## config.mk

```make
export PLATFORM = sky130hd
export DESIGN_NAME = data_stack
export DESIGN_NICKNAME = d
export VERILOG_FILES = /design/src/rtl/data_stack.sv
export SDC_FILE = /design/constraint.sdc
export NUM_CORES = 1
export LEC_CHECK = 0
export CAP_MARGIN = 30
export CORE_MARGIN = 2
export CORE_UTILIZATION = 30
export CTS_BUF_LIST = sky130_fd_sc_hd__clkbuf_4 sky130_fd_sc_hd__clkbuf_8 sky130_fd_sc_hd__clkbuf_16
export CTS_CLUSTER_DIAMETER = 60
export DETAILED_ROUTE_END_ITERATION = 16
export PLACE_DENSITY = 0.56
export SYNTH_ARGS = -nofsm -noshare
export SYNTH_HDL_FRONTEND = slang
export SYNTH_SLANG_ARGS = --single-unit
```

## constraint.sdc

```tcl
create_clock -name clk -period 4.45 [get_ports clk]
set_input_delay 0.89 -clock clk [delete_from_list [all_inputs] [get_ports clk]]
set_output_delay 0.89 -clock clk [all_outputs]
set_load 0.01 [all_outputs]
```

## src/rtl/data_stack.sv

```systemverilog
// data_stack: DEPTH x 16-bit hardware operand stack for the push subsystem.
// Exposes top-of-stack (aWire) and next-of-stack (bWire) combinationally from
// registered state, flags full/empty, and keeps sticky Overflow/Underflow flags.
// Optional feature macro: DATA_STACK_PEEK_EN adds PeekIdx/PeekVal random read.
module data_stack #(
    parameter int DEPTH = 16,
    parameter int SPW   = 4
) (
    input  logic            clk,
    input  logic            reset,
    input  logic [1:0]      StackOp,
    input  logic [15:0]     PushValw,
    input  logic            ErrClr,
`ifdef DATA_STACK_PEEK_EN
    input  logic [SPW-1:0]  PeekIdx,
    output logic [15:0]     PeekVal,
`endif
    output logic [15:0]     aWire,
    output logic [15:0]     bWire,
    output logic [SPW:0]    count,
    output logic            full,
    output logic            empty,
    output logic            Overflow,
    output logic            Underflow
);

    // Operation interface: there is no valid/ready handshake. StackOp is taken
    // on every rising clk edge; NOP is the idle code. PushValw is sampled only
    // on PUSH/BINOP edges, so it may be X in any other cycle. Illegal ops
    // (PUSH while full, POP/BINOP without enough operands) leave the stack
    // untouched and set the matching sticky flag instead.
    typedef enum logic [1:0] {
        OP_NOP   = 2'b00,
        OP_PUSH  = 2'b01,
        OP_POP   = 2'b10,
        OP_BINOP = 2'b11
    } stackOpT;

    localparam logic [SPW:0]   CNT_ONE  = (SPW+1)'(1);
    localparam logic [SPW:0]   CNT_TWO  = (SPW+1)'(2);
    localparam logic [SPW:0]   CNT_FULL = (SPW+1)'(DEPTH);
    localparam logic [SPW-1:0] IDX_ONE  = SPW'(1);
    localparam logic [SPW-1:0] IDX_TWO  = SPW'(2);

    stackOpT        opDec;
    logic [15:0]    mem [DEPTH];

    logic [SPW-1:0] ptrLow;
    logic [SPW-1:0] topIdx;
    logic [SPW-1:0] nosIdx;
    logic           isFull;
    logic           isEmpty;
    logic           hasTwo;

    logic           doWrite;
    logic [SPW-1:0] wrIdx;
    logic [SPW:0]   nextCount;
    logic           ovfSet;
    logic           unfSet;

    assign opDec = stackOpT'(StackOp);

    // Pointer arithmetic is done on the low SPW bits; when count==DEPTH the low
    // bits are zero and subtracting one lands on DEPTH-1, which is the TOS.
    // Results for count<1 or count<2 are masked by isEmpty/hasTwo below.
    always_comb begin
        ptrLow  = count[SPW-1:0];
        topIdx  = ptrLow - IDX_ONE;
        nosIdx  = ptrLow - IDX_TWO;
        isFull  = (count == CNT_FULL);
        isEmpty = (count == '0);
        hasTwo  = (count >= CNT_TWO);
    end

    // Decode the requested operation into a write, a count update and error events.
    always_comb begin
        doWrite   = 1'b0;
        wrIdx     = ptrLow;
        nextCount = count;
        ovfSet    = 1'b0;
        unfSet    = 1'b0;
        case (opDec)
            OP_PUSH: begin
                if (isFull) begin
                    ovfSet = 1'b1;
                end else begin
                    doWrite   = 1'b1;
                    wrIdx     = ptrLow;
                    nextCount = count + CNT_ONE;
                end
            end
            OP_POP: begin
                if (isEmpty) begin
                    unfSet = 1'b1;
                end else begin
                    nextCount = count - CNT_ONE;
                end
            end
            OP_BINOP: begin
                // Result overwrites NOS and the old TOS is dropped, so a
                // BINOP can never overflow and is legal on a full stack.
                if (!hasTwo) begin
                    unfSet = 1'b1;
                end else begin
                    doWrite   = 1'b1;
                    wrIdx     = nosIdx;
                    nextCount = count - CNT_ONE;
                end
            end
            default: begin
            end
        endcase
    end

    // Entry storage: cleared on reset, one entry written per PUSH/BINOP.
    always_ff @(posedge clk or negedge reset) begin
        if (!reset) begin
            for (int i = 0; i < DEPTH; i++) begin
                mem[i] <= '0;
            end
        end else if (doWrite) begin
            mem[wrIdx] <= PushValw;
        end
    end

    // Occupancy counter; saturation is guaranteed by the decode, never wraps.
    always_ff @(posedge clk or negedge reset) begin
        if (!reset) begin
            count <= '0;
        end else begin
            count <= nextCount;
        end
    end

    // Sticky error flags: a same-cycle error event wins over ErrClr.
    always_ff @(posedge clk or negedge reset) begin
        if (!reset) begin
            Overflow  <= 1'b0;
            Underflow <= 1'b0;
        end else begin
            Overflow  <= ovfSet | (Overflow  & ~ErrClr);
            Underflow <= unfSet | (Underflow & ~ErrClr);
        end
    end

    // Top/next-of-stack views, forced to zero when the entries are not valid.
    always_comb begin
        aWire = isEmpty ? 16'h0000 : mem[topIdx];
        bWire = hasTwo  ? mem[nosIdx] : 16'h0000;
        full  = isFull;
        empty = isEmpty;
    end

`ifdef DATA_STACK_PEEK_EN
    logic           peekInRange;
    logic [SPW-1:0] peekMemIdx;

    // Random read at depth PeekIdx below TOS; zero beyond the valid entries.
    always_comb begin
        peekInRange = ({1'b0, PeekIdx} < count);
        peekMemIdx  = topIdx - PeekIdx;
        PeekVal     = peekInRange ? mem[peekMemIdx] : 16'h0000;
    end
`endif

endmodule

```

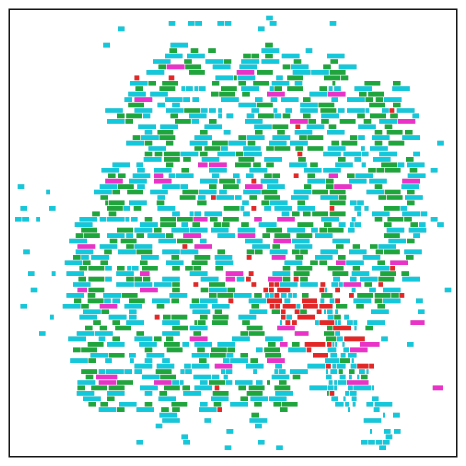
*Cells by drive strength, run 1*
(2 px per µm)
| size | colour | cells | most used |
|---|---|---|---|
| x1 and smaller | cyan | 515 | dfrtp_1 |
| x2 | green | 371 | mux2_2 |
| x6 and larger | magenta | 49 | clkbuf_16 |
| x3 and x4 | red | 60 | buf_4 |

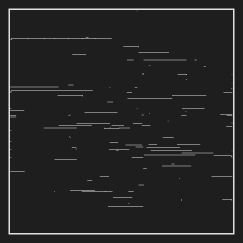
*The metal 3 layer, run 1*
(1 px per µm)
longest straight run: 81.2 µm
wire length on this layer: 1290 µm
share of all routed wire: 3.3%
main direction: horizontal

==> writeup.txt, run 1 <==
The area growth from synthesis to final layout was 17.5%. The most used flip-flop cell after synthesis is dfrtp_1. The number of CTS-inserted buffers is 31. Global-route wire length before repair: 60.8 mm.

The largest family of logic cells by area was multiplexers. The run gives 80 as the number of cell rows. The kind of cell adding the most delay to the critical path is buffers and inverters. Traced cell by cell, the critical path runs through inv_1, ha_4, or4b_2, nand2_1, buf_4, o22ai_1, clkdlybuf4s50_1. Of the total synthesized cell area, the portion taken by AND, OR, NAND and NOR gates is 2.39%.

The synthesized netlist devotes 0.365% of its cell area to XOR and XNOR gates. Max fanout on the critical path was recorded as 16. The most critical min-delay path falls under input port to async pin. Looking at the reg2reg group, the worst path ends at mem[81].

The worst register-to-register path depth is 8. After synthesis, the chip area reported by Yosys is 0.0144 mm². Measured against the total synthesized area, the mux share comes to 44.8%.

The setup check on the worst reg-to-reg path leaves a slack of 1.09 ns. For reference, the critical path is launched at count[1]. The maximum level of the CTS H-tree is 1. Of the total synthesized cell area, the portion taken by AND-OR and OR-AND cells is 2.80%. The run gives 45.8% for the part of the Yosys area used for sequential elements.

The analysis attributes to cell leakage a power of 0.00702 µW. After clock tree synthesis, the setup repair step added 0 buffers. The tools report the count of pins over their slew limit as 0. The worst setup path is captured at an output pin.

For this run the aggregate overflow at the end of global routing stands at 0. The run gives 0.230 GHz for the fmax. The logs give 137 for the maximum number of pins on one net before global-route repair and 0.0497 mm² for the die area. The most common logic cells in the final layout are dfrtp_1, mux2_2, mux4_2, mux2i_1, clkdlybuf4s50_1. The headroom to the max-slew limit was 32.1%.

Synthesis produced a netlist with a net count of 949. The I/O pin count is 62, and the fraction of final layout cells sized beyond drive strength 1 is 48.2%. The clock edge transition at the registers on the reported setup and hold paths came out at 0.06 ns.

According to the timing report, the arrival time at the worst endpoint equals 3.46 ns. TritonCTS built the clock tree. The core region area is 0.0475 mm².

The flow reports that the clock network draws 15.8% of the design power. Clock latency on the worst-skew pair, taken at its later pin, is 0.56 ns. The tree built by TritonCTS fans out to 263 sinks. Looking at the reg2reg group, the worst path starts from count[1]. The post-cts hold-fix buffer tally was 0; the logic depth of the worst path, buffers included was 7. The number of antenna violations at the first check in global routing came out at 2. Internal power comes to 10100 µW. Maximum cell stage delay along the critical path: 0.65 ns. The switching part of the total power was 36.9%.

The kind of launch point of the worst setup path was a register. The synthesized design contains 0 enable-type register cells. Once placement completed, the tool counted placed cells totaling 1553. The count of cells in the finished layout, fillers not included, comes to 1611.

The final layout reports a setup TNS of 0 ns. The logs give 1004 for the number of nets in the layout and 53 for the number of different library cells in the post-synthesis netlist. Once iteration 0 of detailed routing completed, the report listed 484 DRC markers. The vertical die dimension was 223 µm; the sequential share of power was 27.1%.

The run gives 223 µm for the die extent in x. The run gives 100% for the proportion of synthesized flip-flops having asynchronous set or reset. At the end of routability-driven placement, the weighted congestion stood at 0.734. Synthesis produced a netlist whose cell count is 919. The run finished with clean final reports.
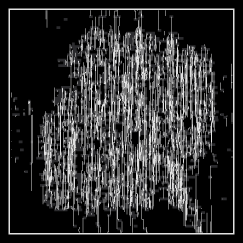
*Met2 routing, run 1*
(1 px per µm) Cells faint in the background.
main direction: vertical
longest straight run: 116 µm

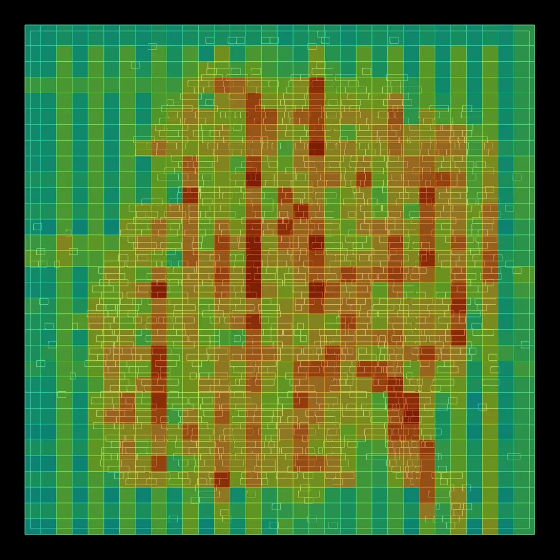
*Congestion heat map, run 1*
Global Route Usage Sum: 16.0%
global-route layer with the greatest usage: met2
drt wl/cell: 24.3 µm
met2 capacity usage during global routing: 26.5%
met1 routing resource usage after global routing: 22.3%

run 1: cells in the mapped netlist, types with 3 or more instances:
cell type | number | share of area [%]
nor2b_1 | 3 | 0.13
inv_1 | 9 | 0.23
ha_1 | 8 | 0.70
buf_4 | 8 | 0.42
mux2_1 | 33 | 2.6
xor2_1 | 4 | 0.24
a21oi_1 | 3 | 0.10
a2bb2oi_1 | 3 | 0.18
clkbuf_1 | 28 | 0.73
buf_1 | 13 | 0.34
mux2i_1 | 67 | 4.7
mux4_2 | 128 | 20
nand4_4 | 3 | 0.44
buf_2 | 34 | 1.2
and3b_1 | 3 | 0.18
nand2_1 | 7 | 0.18
mux2_2 | 223 | 17
dfrtp_1 | 263 | 46
and3_1 | 4 | 0.17
o22ai_1 | 34 | 1.5
run 1: state kept, by name, summed over array words and instances, names as in the netlist:
| name | cells |
|---|---|
| Underflow | 1 |
| Overflow | 1 |
| count | 5 |
| mem | 256 |
run 1: power groups by stage:
stage               Clock, µW  Sequential (µW)  Combinational, µW
global route             2690             4520               9790
global placement            0             4300               9140
detailed placement          0             4370               9180
floorplan                   0             4100               6110
CTS                      2600             4330               9230
finish                   2530             4340               9140
run 1: layout make-up:
| class | count | area [µm²] |
|---|---|---|
| fill | 4509 | 30600 |
| multi-input combinational | 561 | 7430 |
| sequential | 263 | 6590 |
| timing repair buffer | 107 | 1050 |
| clock buffer | 44 | 917 |
| tap | 615 | 769 |
| clock inverter | 10 | 109 |
| inverter | 10 | 37.5 |
| antenna | 1 | 2.50 |
run 1: per-layer routing:
metal  share of wire [%]  up-vias  global-route usage [%]  routed length (µm)
met3                 3.3       55                    2.23                1290
met1                  46     4797                    22.3               17900
li1                    -     3696                       -                   -
met2                  49      136                    26.5               19000
met5               0.026        -                       0                  10
met4                 2.5        2                    3.96                 977
--- run 2 (diff from run 1) ---
--- a/config.mk
+++ b/config.mk
@@ -11,6 +11,7 @@
 export CTS_BUF_LIST = sky130_fd_sc_hd__clkbuf_4 sky130_fd_sc_hd__clkbuf_8 sky130_fd_sc_hd__clkbuf_16
 export CTS_CLUSTER_DIAMETER = 60
 export DETAILED_ROUTE_END_ITERATION = 16
+export HOLD_SLACK_MARGIN = 0.03
 export PLACE_DENSITY = 0.56
 export SYNTH_ARGS = -nofsm -noshare
 export SYNTH_HDL_FRONTEND = slang
==> constraint.sdc (replaced) <==
create_clock -name clk -period 4.45 [get_ports clk]
set_input_delay 0.445 -clock clk [delete_from_list [all_inputs] [get_ports clk]]
set_output_delay 0.445 -clock clk [all_outputs]
set_load 0.01 [all_outputs]
==> run 2 against run 1 <==
Net effect:
- combinational power shrank 1%
- synthesized cell count unchanged
- non-clock buffer count shrank 8
- clock power rose by 17%
- hold slack improved by 0.077 ns
- worst setup slack improved by 0.15 ns
- critical path type unchanged
==> writeup.txt, run 2 <==
TritonCTS built the clock tree. The number of flip-flops in the largest register is 256 (unchanged), and the total nets after synthesis is 949 (unchanged). Between the synthesized netlist and the finished layout, the area growth was recorded as 18.5%. Yosys reports that the most numerous cell types are dfrtp_1, mux2_2, mux4_2, mux2i_1. The clock edge transition at the registers on the reported setup and hold paths is 0.06 ns (about the same), and the maximum fanout count along the critical path is 12 (-4).

STA lists the endpoint of the worst register-to-register path as mem[244]. The tools report the total grt overflow as 0 (unchanged). The global-route wire length before repair is 61.4 mm (+1.1%). Launch point of the worst reg-to-reg path: count[1]. The number of different library cells in the post-synthesis netlist is 53 (unchanged). For the area used by multi-input combinational logic, the log shows 0.00743 mm² (about the same). In the post-synthesis netlist, the biggest area contributors are dfrtp_1, mux4_2, mux2_2.

The largest registers in the layout are mem: 256 flops, count: 5 flops. The flow ran to the end, and the final reports show no timing, DRC or antenna violations. The area share of xor/xnor cells in the synthesized design works out to 0.365% (unchanged). The final sum of negative setup slack is 0 ns (unchanged). The DRC violation total after the first TritonRoute iteration was 579 (+20%); the share of total power in the clock network was 18.1% (+2.3 points).

The post-synthesis simple-gate area fraction is 2.39% (unchanged), and the number of inserted filler cells in the final layout is 4491 (-0.40%). The area share of the largest cell type after synthesis was 45.8% (unchanged); the area taken by flip-flops and latches was 0.00659 mm² (unchanged). The critical path starts at count[1]. The die extent in x was 223 µm (unchanged); the AND-OR/OR-AND share of the synthesized area was 2.80% (unchanged). The largest family of logic cells by area was multiplexers.

The final routed wire length divided by cell count is 24.8 µm (+1.9%), and the vertical die dimension is 223 µm (unchanged). In this run the critical path is formed by inv_1, ha_1, nand2_1, xnor2_4, buf_4, mux2i_1, o22ai_1, clkdlybuf4s50_1. The run gives 6 (-2) for the number of cells on the worst reg-to-reg path. The run gives 3.76 ns (+0.30 ns) as the critical path arrival. The library cells used most frequently in the layout, excluding fill and tap cells, are dfrtp_1, mux2_2, mux4_2, mux2i_1, clkdlybuf4s50_1. The overall routing resource usage was 16.4% (+0.42 points). The count of pins over their slew limit came out at 0 (unchanged). The switching part of the total power came out at 36.5% (-0.47 points). Fraction of final layout cells sized beyond drive strength 1: 47.8% (-0.41 points). The most frequent cell after synthesis is dfrtp_1.

With the number of cell rows at 80 (unchanged), the I/O pin count is 62 (unchanged). Among cell families on the critical path, the largest total delay comes from buffers and inverters. The synthesized instance count is 919 (unchanged), and the number of CTS-inserted buffers is 35 (+13%). The headroom to the max-slew limit is 33.9% (+1.8 points). Latest clock arrival within the worst-skew pair: 0.52 ns (-0.04 ns). The final antenna diode count was 0 (-1); the global placement routability congestion was 0.770 (+5.0%). The main flop type is dfrtp_1.

Maximum cell stage delay along the critical path: 0.61 ns (-0.04 ns). The register with the most flip-flops is mem. The number of nets in the layout came out at 1000 (-0.40%).

Nature of the critical path endpoint: an output pin. The part of the Yosys area used for sequential elements came out at 45.8% (unchanged). The proportion of synthesized flip-flops having asynchronous set or reset was 100% (unchanged); the die area was 0.0497 mm² (unchanged).

With the internal cell power at 10400 µW (+3.0%), the count of flip-flops with a built-in enable after synthesis is 0 (unchanged). The logs give 2 (+1) for the maximum level of the CTS H-tree and 0.00707 µW (+0.68%) for the leakage power summed over all cells. The tools report the clock net sink count as 263 (unchanged). For the area of the synthesized netlist per yosys stat, the log shows 0.0144 mm² (unchanged).
==> run 2: cell counts after synthesis <==
Identical to the previous run, type by type.
==> run 2: power by group through the flow <==
| stage | clock network [µW] | logic (µW) | registers [µW] |
|---|---|---|---|
| after global placement | 0 | 9050 | 4360 |
| final | 2960 | 9020 | 4390 |
| after floorplan | 0 | 6110 | 4100 |
| after detailed placement | 0 | 9080 | 4430 |
| after global routing | 3140 | 9640 | 4570 |
| after CTS | 3030 | 9150 | 4390 |
==> run 2: stage by stage <==
step                      utilization [%]  cell area [µm²]  hold slack [ns]  worst slack [ns]
final                                35.8            17000            0.477             0.250
after global placement               33.2            15800            0.434             0.566
after detailed placement             33.2            15800            0.429             0.524
after floorplan                         -            14400            0.149             0.587
after CTS                            35.8            17000            0.475             0.203
after global routing                 35.8            17000            0.523             0.105
==> run 2: cell type report <==
type | instances | area share (%)
inverters | 10 | 0.220
clock inverters | 8 | 0.896
multi-input cells | 561 | 43.6
well taps | 615 | 4.52
clock buffers | 52 | 6.28
repair buffers | 99 | 5.86
flip-flops and latches | 263 | 38.7
==> run 2: how the worst min path moves through the flow <==
stage,startpoint,depth (start not counted),end
after floorplan,reset,0,Overflow
after global placement,reset,1,Underflow
after detailed placement,reset,1,Underflow
after CTS,reset,2,mem[50]
after global routing,reset,2,count[3]
final,reset,2,count[3]
==> run 2: timing repair <==
item                       CTS  global route
gates resized                1             0
setup endpoints to repair    1             0
hold buffers                 1             0
hold endpoints to repair    60             0
==> run 2: metal layers <==
metal	part of all wire, %	routed length (µm)	GRT usage, %
met1	44	17600	22.3
met2	48	19000	26.4
met3	5.2	2070	3.49
met4	2.8	1130	5.28
met5	0	0	0
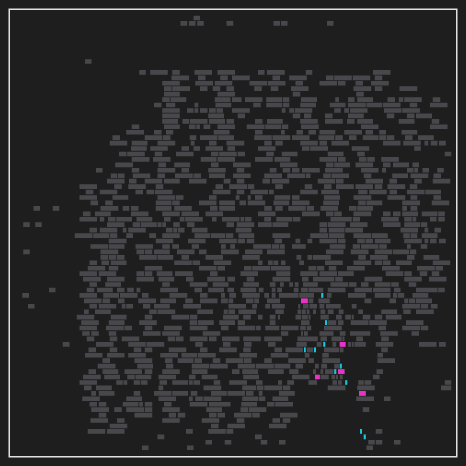
*Selected gate families, run 2*
(2 px per µm)
| family | colour | cells | where |
|---|---|---|---|
| inv cells | cyan | 10 | lower right |
| non-inverting ao/oa cells | magenta | 5 | lower right |

Power figures rest on the tool's default switching activity, not on a simulated workload.
